Fig. 1: run 1, local utilization
Scale: 2 px per um. 12 x 12 tiles, from black (low) to pale yellow (high), 0 to 100% covered.
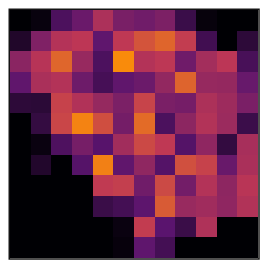
Fig. 2: run 1, a small window of the routed layout
Window x 50 to 75, y 50 to 75 um. Cells in grey, sequential cells in the stronger grey; small squares are vias.
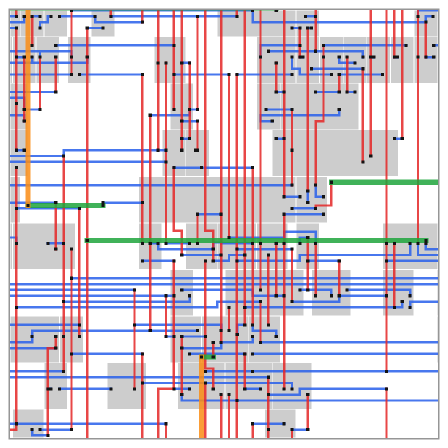
Fig. 3: run 1, the clock network
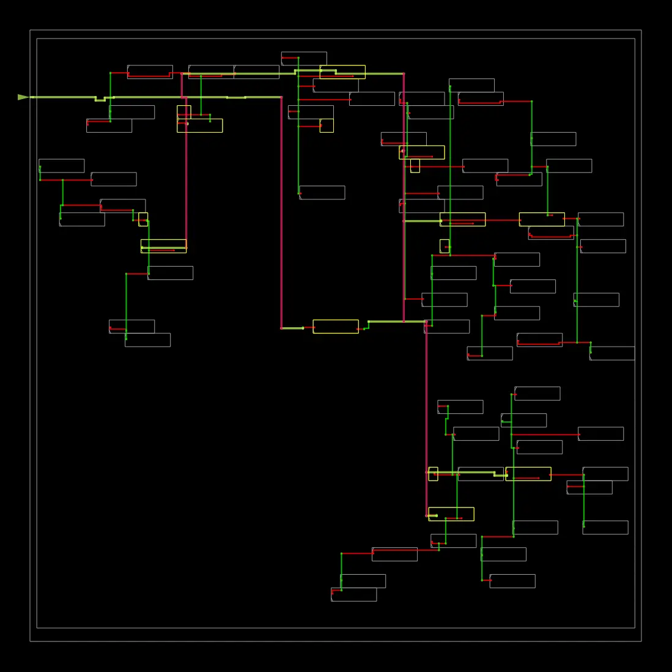
===== src/rtl/fft_agu_param_pkg.sv =====
// Shared constants for the FFT address generation unit: operand tags and FSM states.
// No logic; pure definitions.
// Consumed by fft_agu_param and its address calculator.
package fft_agu_param_pkg;

  // Operand tags, in the order the six reads of a butterfly are issued
  localparam logic [2:0] SLOT_BR   = 3'd0;
  localparam logic [2:0] SLOT_WR   = 3'd1;
  localparam logic [2:0] SLOT_BI   = 3'd2;
  localparam logic [2:0] SLOT_WI   = 3'd3;
  localparam logic [2:0] SLOT_AR   = 3'd4;
  localparam logic [2:0] SLOT_AI   = 3'd5;
  localparam logic [2:0] SLOT_LAST = 3'd7;

  // Write steps in the flush window after the last butterfly of a stage
  localparam logic [1:0] FLUSH_LAST = 2'd3;

  // Sequencer states
  localparam logic [1:0] ST_IDLE  = 2'd0;
  localparam logic [1:0] ST_RUN   = 2'd1;
  localparam logic [1:0] ST_FLUSH = 2'd2;
  localparam logic [1:0] ST_DONE  = 2'd3;

endpackage


===== src/rtl/fft_agu_addr_calc.sv =====
// Butterfly address math: (stage, butterfly, inverse) -> upper/lower data and twiddle word addresses.
// Purely combinational, zero latency.
// No flow control; the parent decides when the results are used.
module fft_agu_addr_calc #(
  parameter int LOG_N     = 3,
  parameter int ADDR_W    = 10,
  parameter int DATA_BASE = 16,
  parameter int TW_BASE   = 0,
  localparam int SW       = $clog2(LOG_N) + 1,
  localparam int BW       = LOG_N - 1
) (
  input  logic [SW-1:0]     s,
  input  logic [BW-1:0]     b,
  input  logic              inverse,
  output logic [ADDR_W-1:0] upper,
  output logic [ADDR_W-1:0] lower,
  output logic [ADDR_W-1:0] tw
);

  logic [ADDR_W-1:0] b_w;
  logic [ADDR_W-1:0] span;
  logic [ADDR_W-1:0] mask;
  logic [ADDR_W-1:0] up_idx;
  logic [ADDR_W-1:0] tw_idx;
  logic [ADDR_W-1:0] tw_off;

  // Split b into group and in-group offset, then form real-part word addresses (imag is +1)
  always_comb begin
    b_w    = ADDR_W'(b);
    span   = ADDR_W'(1) << s;
    mask   = span - ADDR_W'(1);
    up_idx = ((b_w >> s) << (s + SW'(1))) | (b_w & mask);
    tw_idx = (b_w & mask) << (SW'(LOG_N - 1) - s);
    tw_off = inverse ? (ADDR_W'(1) << LOG_N) : '0;
    upper  = ADDR_W'(DATA_BASE) + (up_idx << 1);
    lower  = ADDR_W'(DATA_BASE) + ((up_idx + span) << 1);
    tw     = ADDR_W'(TW_BASE) + tw_off + (tw_idx << 1);
  end

endmodule


===== src/rtl/fft_agu_param.sv =====
// In-place radix-2 FFT/IFFT address sequencer: six operand reads per butterfly, four delayed result writes.
// Read of slot k registered one cycle after the slot is sequenced; first read the cycle after start is taken.
// stall freezes all sequencing and suppresses rd_en/wr_en; addresses hold and resume exactly where stopped.
module fft_agu_param
  import fft_agu_param_pkg::*;
#(
  parameter int LOG_N     = 3,
  parameter int ADDR_W    = 10,
  parameter int DATA_BASE = 2 * (1 << LOG_N),
  parameter int TW_BASE   = 0,
  localparam int SW       = $clog2(LOG_N) + 1,
  localparam int BW       = LOG_N - 1
) (
  input  logic              controlPulse,
  input  logic              reset,
  input  logic              start,
  input  logic              inverse,
  input  logic              stall,
  output logic [ADDR_W-1:0] rd_addr,
  output logic              rd_en,
  output logic [2:0]        rd_slot,
  output logic [ADDR_W-1:0] wr_addr,
  output logic              wr_en,
  output logic              busy,
  output logic              done,
  output logic [SW-1:0]     stage,
  output logic [BW-1:0]     op_count
);

  logic [1:0]        state;
  logic [2:0]        slot;
  logic [1:0]        fcnt;
  logic              inv_q;
  logic [ADDR_W-1:0] up_a;
  logic [ADDR_W-1:0] lo_a;
  logic [ADDR_W-1:0] tw_a;
  logic [ADDR_W-1:0] wr_up;
  logic [ADDR_W-1:0] wr_lo;
  logic [ADDR_W-1:0] rd_next;
  logic [ADDR_W-1:0] wr_next;
  logic              rd_hit;
  logic              wr_hit;
  logic [1:0]        wsel;

  fft_agu_addr_calc #(
    .LOG_N     (LOG_N),
    .ADDR_W    (ADDR_W),
    .DATA_BASE (DATA_BASE),
    .TW_BASE   (TW_BASE)
  ) u_calc (
    .s       (stage),
    .b       (op_count),
    .inverse (inv_q),
    .upper   (up_a),
    .lower   (lo_a),
    .tw      (tw_a)
  );

  // Select the operand address for the current slot; slots 6 and 7 are idle on the read bus
  always_comb begin
    rd_hit  = 1'b1;
    rd_next = '0;
    case (slot)
      SLOT_BR: rd_next = lo_a;
      SLOT_WR: rd_next = tw_a;
      SLOT_BI: rd_next = lo_a + ADDR_W'(1);
      SLOT_WI: rd_next = tw_a + ADDR_W'(1);
      SLOT_AR: rd_next = up_a;
      SLOT_AI: rd_next = up_a + ADDR_W'(1);
      default: rd_hit  = 1'b0;
    endcase
  end

  // Previous butterfly's results go out in slots 0..3 (none before b=0), or in the four flush steps
  always_comb begin
    if (state == ST_FLUSH) begin
      wsel   = fcnt;
      wr_hit = 1'b1;
    end else begin
      wsel   = slot[1:0];
      wr_hit = (op_count != '0) && !slot[2];
    end
    wr_next = (wsel[1] ? wr_lo : wr_up) + ADDR_W'(wsel[0]);
  end

  // Sequencer: FSM, slot/butterfly/stage counters, write-address pipeline and registered outputs
  always_ff @(posedge controlPulse or posedge reset) begin
    if (reset) begin
      state    <= ST_IDLE;
      slot     <= '0;
      fcnt     <= '0;
      inv_q    <= 1'b0;
      stage    <= '0;
      op_count <= '0;
      wr_up    <= '0;
      wr_lo    <= '0;
      rd_addr  <= '0;
      rd_en    <= 1'b0;
      rd_slot  <= '0;
      wr_addr  <= '0;
      wr_en    <= 1'b0;
      busy     <= 1'b0;
      done     <= 1'b0;
    end else begin
      rd_en <= 1'b0;
      wr_en <= 1'b0;
      done  <= 1'b0;
      case (state)
        ST_IDLE: begin
          if (start) begin
            state    <= ST_RUN;
            busy     <= 1'b1;
            inv_q    <= inverse;
            stage    <= '0;
            op_count <= '0;
            slot     <= '0;
          end
        end
        ST_RUN: begin
          if (!stall) begin
            if (rd_hit) begin
              rd_en   <= 1'b1;
              rd_addr <= rd_next;
              rd_slot <= slot;
            end
            if (wr_hit) begin
              wr_en   <= 1'b1;
              wr_addr <= wr_next;
            end
            slot <= slot + 3'd1;
            if (slot == SLOT_LAST) begin
              wr_up <= up_a;
              wr_lo <= lo_a;
              if (op_count == '1) begin
                state <= ST_FLUSH;
                fcnt  <= '0;
              end else begin
                op_count <= op_count + BW'(1);
              end
            end
          end
        end
        ST_FLUSH: begin
          if (!stall) begin
            wr_en   <= 1'b1;
            wr_addr <= wr_next;
            fcnt    <= fcnt + 2'd1;
            if (fcnt == FLUSH_LAST) begin
              op_count <= '0;
              slot     <= '0;
              if (stage == SW'(LOG_N - 1)) begin
                state <= ST_DONE;
              end else begin
                stage <= stage + SW'(1);
                state <= ST_RUN;
              end
            end
          end
        end
        ST_DONE: begin
          if (!stall) begin
            done  <= 1'b1;
            busy  <= 1'b0;
            state <= ST_IDLE;
          end
        end
        default: state <= ST_IDLE;
      endcase
    end
  end

endmodule


===== config.mk =====
export PLATFORM = sky130hd
export DESIGN_NAME = fft_agu_param
export DESIGN_NICKNAME = d
export VERILOG_FILES = /design/src/rtl/fft_agu_param_pkg.sv /design/src/rtl/fft_agu_addr_calc.sv /design/src/rtl/fft_agu_param.sv
export SDC_FILE = /design/constraint.sdc
export NUM_CORES = 1
export LEC_CHECK = 0
export ABC_AREA = 1
export CAP_MARGIN = 0
export CORE_UTILIZATION = 25
export CTS_CLUSTER_SIZE = 25
export DETAILED_ROUTE_END_ITERATION = 6
export PLACE_DENSITY = 0.42
export SLEW_MARGIN = 20
export SYNTH_ARGS = -nofsm -noshare
export SYNTH_HDL_FRONTEND = slang
export SYNTH_SLANG_ARGS = --single-unit

===== constraint.sdc =====
create_clock -name controlPulse -period 4.5 [get_ports controlPulse]
set_input_delay 0.9 -clock controlPulse [delete_from_list [all_inputs] [get_ports controlPulse]]
set_output_delay 0.9 -clock controlPulse [all_outputs]
set_load 0.01 [all_outputs]

==> run notes, run 1 <==
Summary of implementation figures.

Run status
The run finished with clean final reports.

Power and ir drop
Looking at the VDD voltage map, the peak drop is 0.228 mV. The group with the largest share of power is combinational logic. The leakage power in the latest report is 2.21 nW.

GRT
The maximum number of pins on one net before global-route repair is 43. The via count of the first global-routing pass was 3096. The initial antenna violation count is 0.

Route
Dividing the detail-routed wire length by the instance count gives approximately 14 um.

Synth
Yosys shows that the main logic family after synthesis is simple AND/OR/NAND/NOR gates. The synthesized netlist devotes between 20% and 30% of its cell area to simple gates. The post-synth count of flops with an enable pin is 0.

The mux contribution to synthesized area is 0.302%. Counting every net in the synthesized netlist gives 519. The dominant register cell in the synthesized netlist is dfrtp_1. Yosys instantiated no cell more often than nand2_1. The synthesized netlist devotes 14.3% of its cell area to compound gates. The yosys warning tally is 0.

Of the total synthesized cell area, the portion taken by full adders, half adders and majority gates is 10.6%.

Job
The number of warnings the tools reported is 38.

CTS
Once the clock tree was built, the resizer swapped 0 gates to a different size. The root buffer selected by CTS is clkbuf_16. The post-cts hold buffer count is 0. The number of setup buffers added after CTS is 0.

Critical path
The cell class contributing the biggest share of worst-path delay is adder cells. Looking at the critical path, the single cell with the biggest stage delay is dfrtp_1. All stages included, the depth of the critical timing path comes to 17. At the worst endpoint, the arrival time is ~4 ns.

Cells and area
Relative to the synthesized area, the layout overhead comes to 22.2%. Once layout is complete, the utilization of the core stands at 31.4%.

Worst hold path
STA shows the worst min-delay path finishing at wr_up[5]. Note that the worst hold path type here is flop to flop.

Timing
The achievable frequency is 260 MHz. The share of the clock period used by the worst path is 85.5%.

Placed design
The routability congestion estimate from global placement is a little over 0.8.
Notes on Fig. 1 above:
- mean over tiles: 28%
- emptiest ninth of the die: south-west
- fullest tile: 75%

Notes on Fig. 2 above:
- metal 1: blue
- metal 3: green
- metal 2: red
- metal 4: orange
- cells with their middle in the window: 50
- most frequent: nand2_1 (12), inv_1 (8), nor2_1 (5)
- sequential cells in the window: 0

Notes on Fig. 3 above:
Inserted Clock Buffers: 9
clock network power: 0.000611 W
Layout Skew: 0.00513 ns
clk_buf instances: 9

run 1: registers in the layout, indices dropped and copies added (netlist names), 2 cells and up:
name,flops
op_count,2
rd_addr,10
slot,3
rd_slot,3
wr_up,9
fcnt,2
stage,3
wr_lo,9
state,2
wr_addr,10
run 1: cells by family after synthesis:
kind of cell	count (synthesis)
and+or+nand+nor	212
xor gates and xnor gates	2
AOI/OAI and AO/OA	94
muxes	1
DFF	58
buffers and inverters	85
adders and majority gates	31
run 1: area by class of cell:
type | instances | area (um^2)
tap | 184 | 230
clock buffer | 9 | 225
multi-input combinational | 340 | 1940
sequential | 58 | 1450
clock inverter | 6 | 35.0
fill | 1566 | 9970
inverter | 74 | 280
timing repair buffer | 41 | 398
run 1: stage by stage:
stage,cells,area [um^2],setup slack (ns)
floorplan,483,3730,1.06
global placement,697,4300,0.841
detailed placement,697,4300,0.684
CTS,712,4560,0.654
global route,712,4560,0.387
finish,712,4560,0.653
run 1: how the worst max path moves through the flow:
stage	from	end	slack [ns]
final	stage[0]	rd_addr[5]	0.65
after global routing	stage[1]	rd_addr[5]	0.39
after CTS	stage[1]	rd_addr[5]	0.65
after detailed placement	stage[1]	rd_addr[5]	0.68
after global placement	stage[1]	rd_addr[5]	0.84
after floorplan	stage[0]	rd_addr[5]	1.06
run 1: cell usage in the layout, fill, tap and decap left out, types with 5 or more instances in the layout:
cell type,count
inv_1,67
inv_2,6
ha_1,30
nand3_1,26
a21oi_1,13
dfrtp_1,58
nor2_1,50
o21ai_0,57
clkbuf_16,9
nand2_2,8
clkdlybuf4s50_1,36
nand2_1,105
buf_4,5
run 1: layer usage:
layer	up-vias	share of wire, %	global-route usage [%]
met3	14	4.2	3.71
met5	-	0	0
met2	50	43	20.1
met1	1475	51	19.0
met4	0	2.1	5.95
li1	1647	-	-
==> inputs of run 2 (changes only) <==
--- a/config.mk
+++ b/config.mk
@@ -6,11 +6,11 @@
 export NUM_CORES = 1
 export LEC_CHECK = 0
 export ABC_AREA = 1
-export CAP_MARGIN = 0
+export CAP_MARGIN = 30
 export CORE_UTILIZATION = 25
 export CTS_CLUSTER_SIZE = 25
 export DETAILED_ROUTE_END_ITERATION = 6
-export PLACE_DENSITY = 0.42
+export PLACE_DENSITY_LB_ADDON = 0.2
 export SLEW_MARGIN = 20
 export SYNTH_ARGS = -nofsm -noshare
 export SYNTH_HDL_FRONTEND = slang
Fig. 4: run 2, the clock network
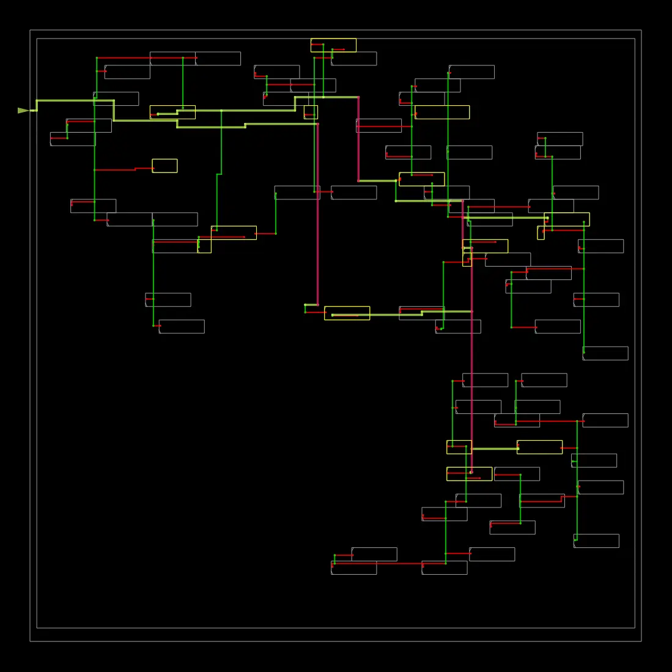
clock latency reported for the late side of the worst-skew pair: 0.34 ns
flop count: 58
clk_buf instances: 12
clock network power: 0.000701 W
clock tree sinks: 58

Fig. 5: run 2, local utilization
Scale: 2 px per um. 12 x 12 tiles, from black (low) to pale yellow (high), 0 to 100% covered.
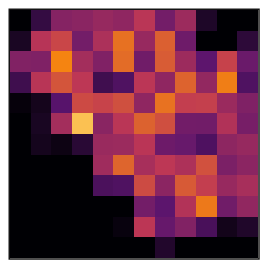
- nearly empty tiles: 26%
- emptiest ninth of the die: south-west
- densest ninth of the die: centre
- mean over tiles: 28%
- tiles over 75% full: 0.70%
- fullest tile: 87%

==> run 2 against run 1 <==
Power increased by 3.4%. Sequential power about the same. Cell count increased by 0.14%. Final area increased by 1.3%. Register-to-register slack got worse by 0.27 ns. Largest cell class unchanged. Largest power group unchanged.
==> run notes, run 2 <==
Summary of implementation figures.

Run status
The flow ran to the end, and the final reports show no timing, DRC or antenna violations.

Power and ir drop
The clock network burns 25.5% of the power. The power report attributes to the sequential group a share of 29.3%. The maximum VDD drop was 0.210 mV (-7.8%).

Floorplan
The height of the die is 124 um. The placeable core region is 0.0145 mm^2.

Critical path
Looking at the critical path, the single cell with the biggest stage delay is dfrtp_1. The total stage count of the critical path is 16 (-1). The arrival time of data at the critical path endpoint is 4.34 ns (+0.27 ns).

The buffer and inverter count on the worst path is 4. The cell family contributing the most delay on the critical path is adder cells.

Synth
The adder and majority gate portion of the synthesized area is 10.6% (unchanged). The post-synth tally of flip-flops with integrated enable was 0 (unchanged). After synthesis, the largest family of logic cells by area is simple AND/OR/NAND/NOR gates. The post-synthesis instance area is 0.00373 mm^2. The dominant register cell in the synthesized netlist is dfrtp_1. The floorplan net count was 519 (unchanged). The mux contribution to synthesized area is 0.302% (unchanged).

The area fraction in compound gates after synthesis is 14.3% (unchanged). The synthesized-area fraction occupied by and/or/nand/nor cells came to 26.4% (unchanged). The most frequent cell after synthesis is nand2_1. The yosys warning tally was 0 (unchanged).

CTS
The post-cts gate resize count is 0 (unchanged). The cell sitting at the root of the clock tree is a clkbuf_16. The post-cts hold buffer count is 0 (unchanged). On the worst setup and hold paths after CTS, the clock-pin slew comes to 0.05 ns. The number of buffers created by CTS was 9 (unchanged).

Cells and area
The utilization after layout is 31.8% (+0.40 points). The number of non-filler instances in the completed layout is 713 (+0.14%). The largest registers in the layout are rd_addr (10), wr_addr (10). In the layout the commonest cells are nand2_1 (105), inv_1 (67), dfrtp_1 (58), o21ai_0 (57), nor2_1 (50).

The commonest non-fill, non-tap cell in the layout is nand2_1.

GRT
The met3 usage was 4.81% (+1.1 points). The maximum number of pins on one net before global-route repair is 42 (-2.3%). The via count of the first global-routing pass came to 3130 (+1.1%). The most crowded layer after global routing is met2.

The met2 usage was 20.7% (+0.59 points). The initial antenna violation count is 0 (unchanged).

Placed design
The cell count after placement is 696 (-0.14%). The routability congestion estimate from global placement is 0.915 (+12%).

Timing
The share of the clock period used by the worst path is 91.6% (+6.1 points). The worst clock skew is 0.00692 ns (+0.00179 ns). The achievable frequency came to 243 MHz (-6.6%).

Job
The number of warnings the tools reported is 38 (unchanged).

Worst hold path
The kind of path behind the tightest hold check is flop to flop.

Route
The routed wire length per instance came to 13.3 um (-1.7%).
## run 2: cell counts after synthesis
No cell type changed its count.
## run 2: worst paths after layout
kind | to | start
worst max-delay path | rd_addr[5] | stage[2]
worst min-delay path | wr_up[5] | wr_up[5]
worst max register to register | rd_addr[5] | stage[2]
worst min register to register | wr_up[5] | wr_up[5]
max in group asynchronous | stage[0] | reset
min in group asynchronous | wr_en | reset
## run 2: power groups by stage
stage	Clock [W]	Sequential (W)	Combinational, W
2_1_floorplan	0	0.000849	0.000710
3_3_place_gp	0	0.000813	0.00124
3_5_place_dp	0	0.000819	0.00124
4_1_cts	0.000727	0.000811	0.00125
5_1_grt	0.000745	0.000834	0.00141
6_report	0.000701	0.000807	0.00124
## run 2: final cells by class
type,instances,area [um^2]
clock buffers,12,256
well taps,184,230
repair buffers,41,410
flip-flops and latches,58,1450
clock inverters,4,50.0
fillers,1573,9920
multi-input cells,340,1940
inverters,74,280
## run 2: cell families after synthesis
| logic type | Yosys count |
|---|---|
| mux | 1 |
| flops | 58 |
| xor+xnor | 2 |
| fa+ha+maj | 31 |
| simple gates | 212 |
| buf+inv | 85 |
| compound gates | 94 |
## run 2: layer usage
layer  share of wire [%]  vias to the layer above
met5                   0                        -
met4                 1.1                        0
met1                  50                     1513
met2                  44                       60
met3                 5.0                       11
li1                    -                     1649
## run 2: stage by stage
stage	hold slack (ns)	total power [W]	setup slack [ns]	cell area [um^2]
3_3_place_gp	0.453	0.00206	0.673	4290
5_1_grt	0.497	0.00299	0.0172	4620
6_report	0.472	0.00275	0.379	4620
4_1_cts	0.475	0.00279	0.434	4600
3_5_place_dp	0.461	0.00206	0.451	4290
2_1_floorplan	0.437	0.00156	1.06	3730
Power and IR drop assume default switching activity.
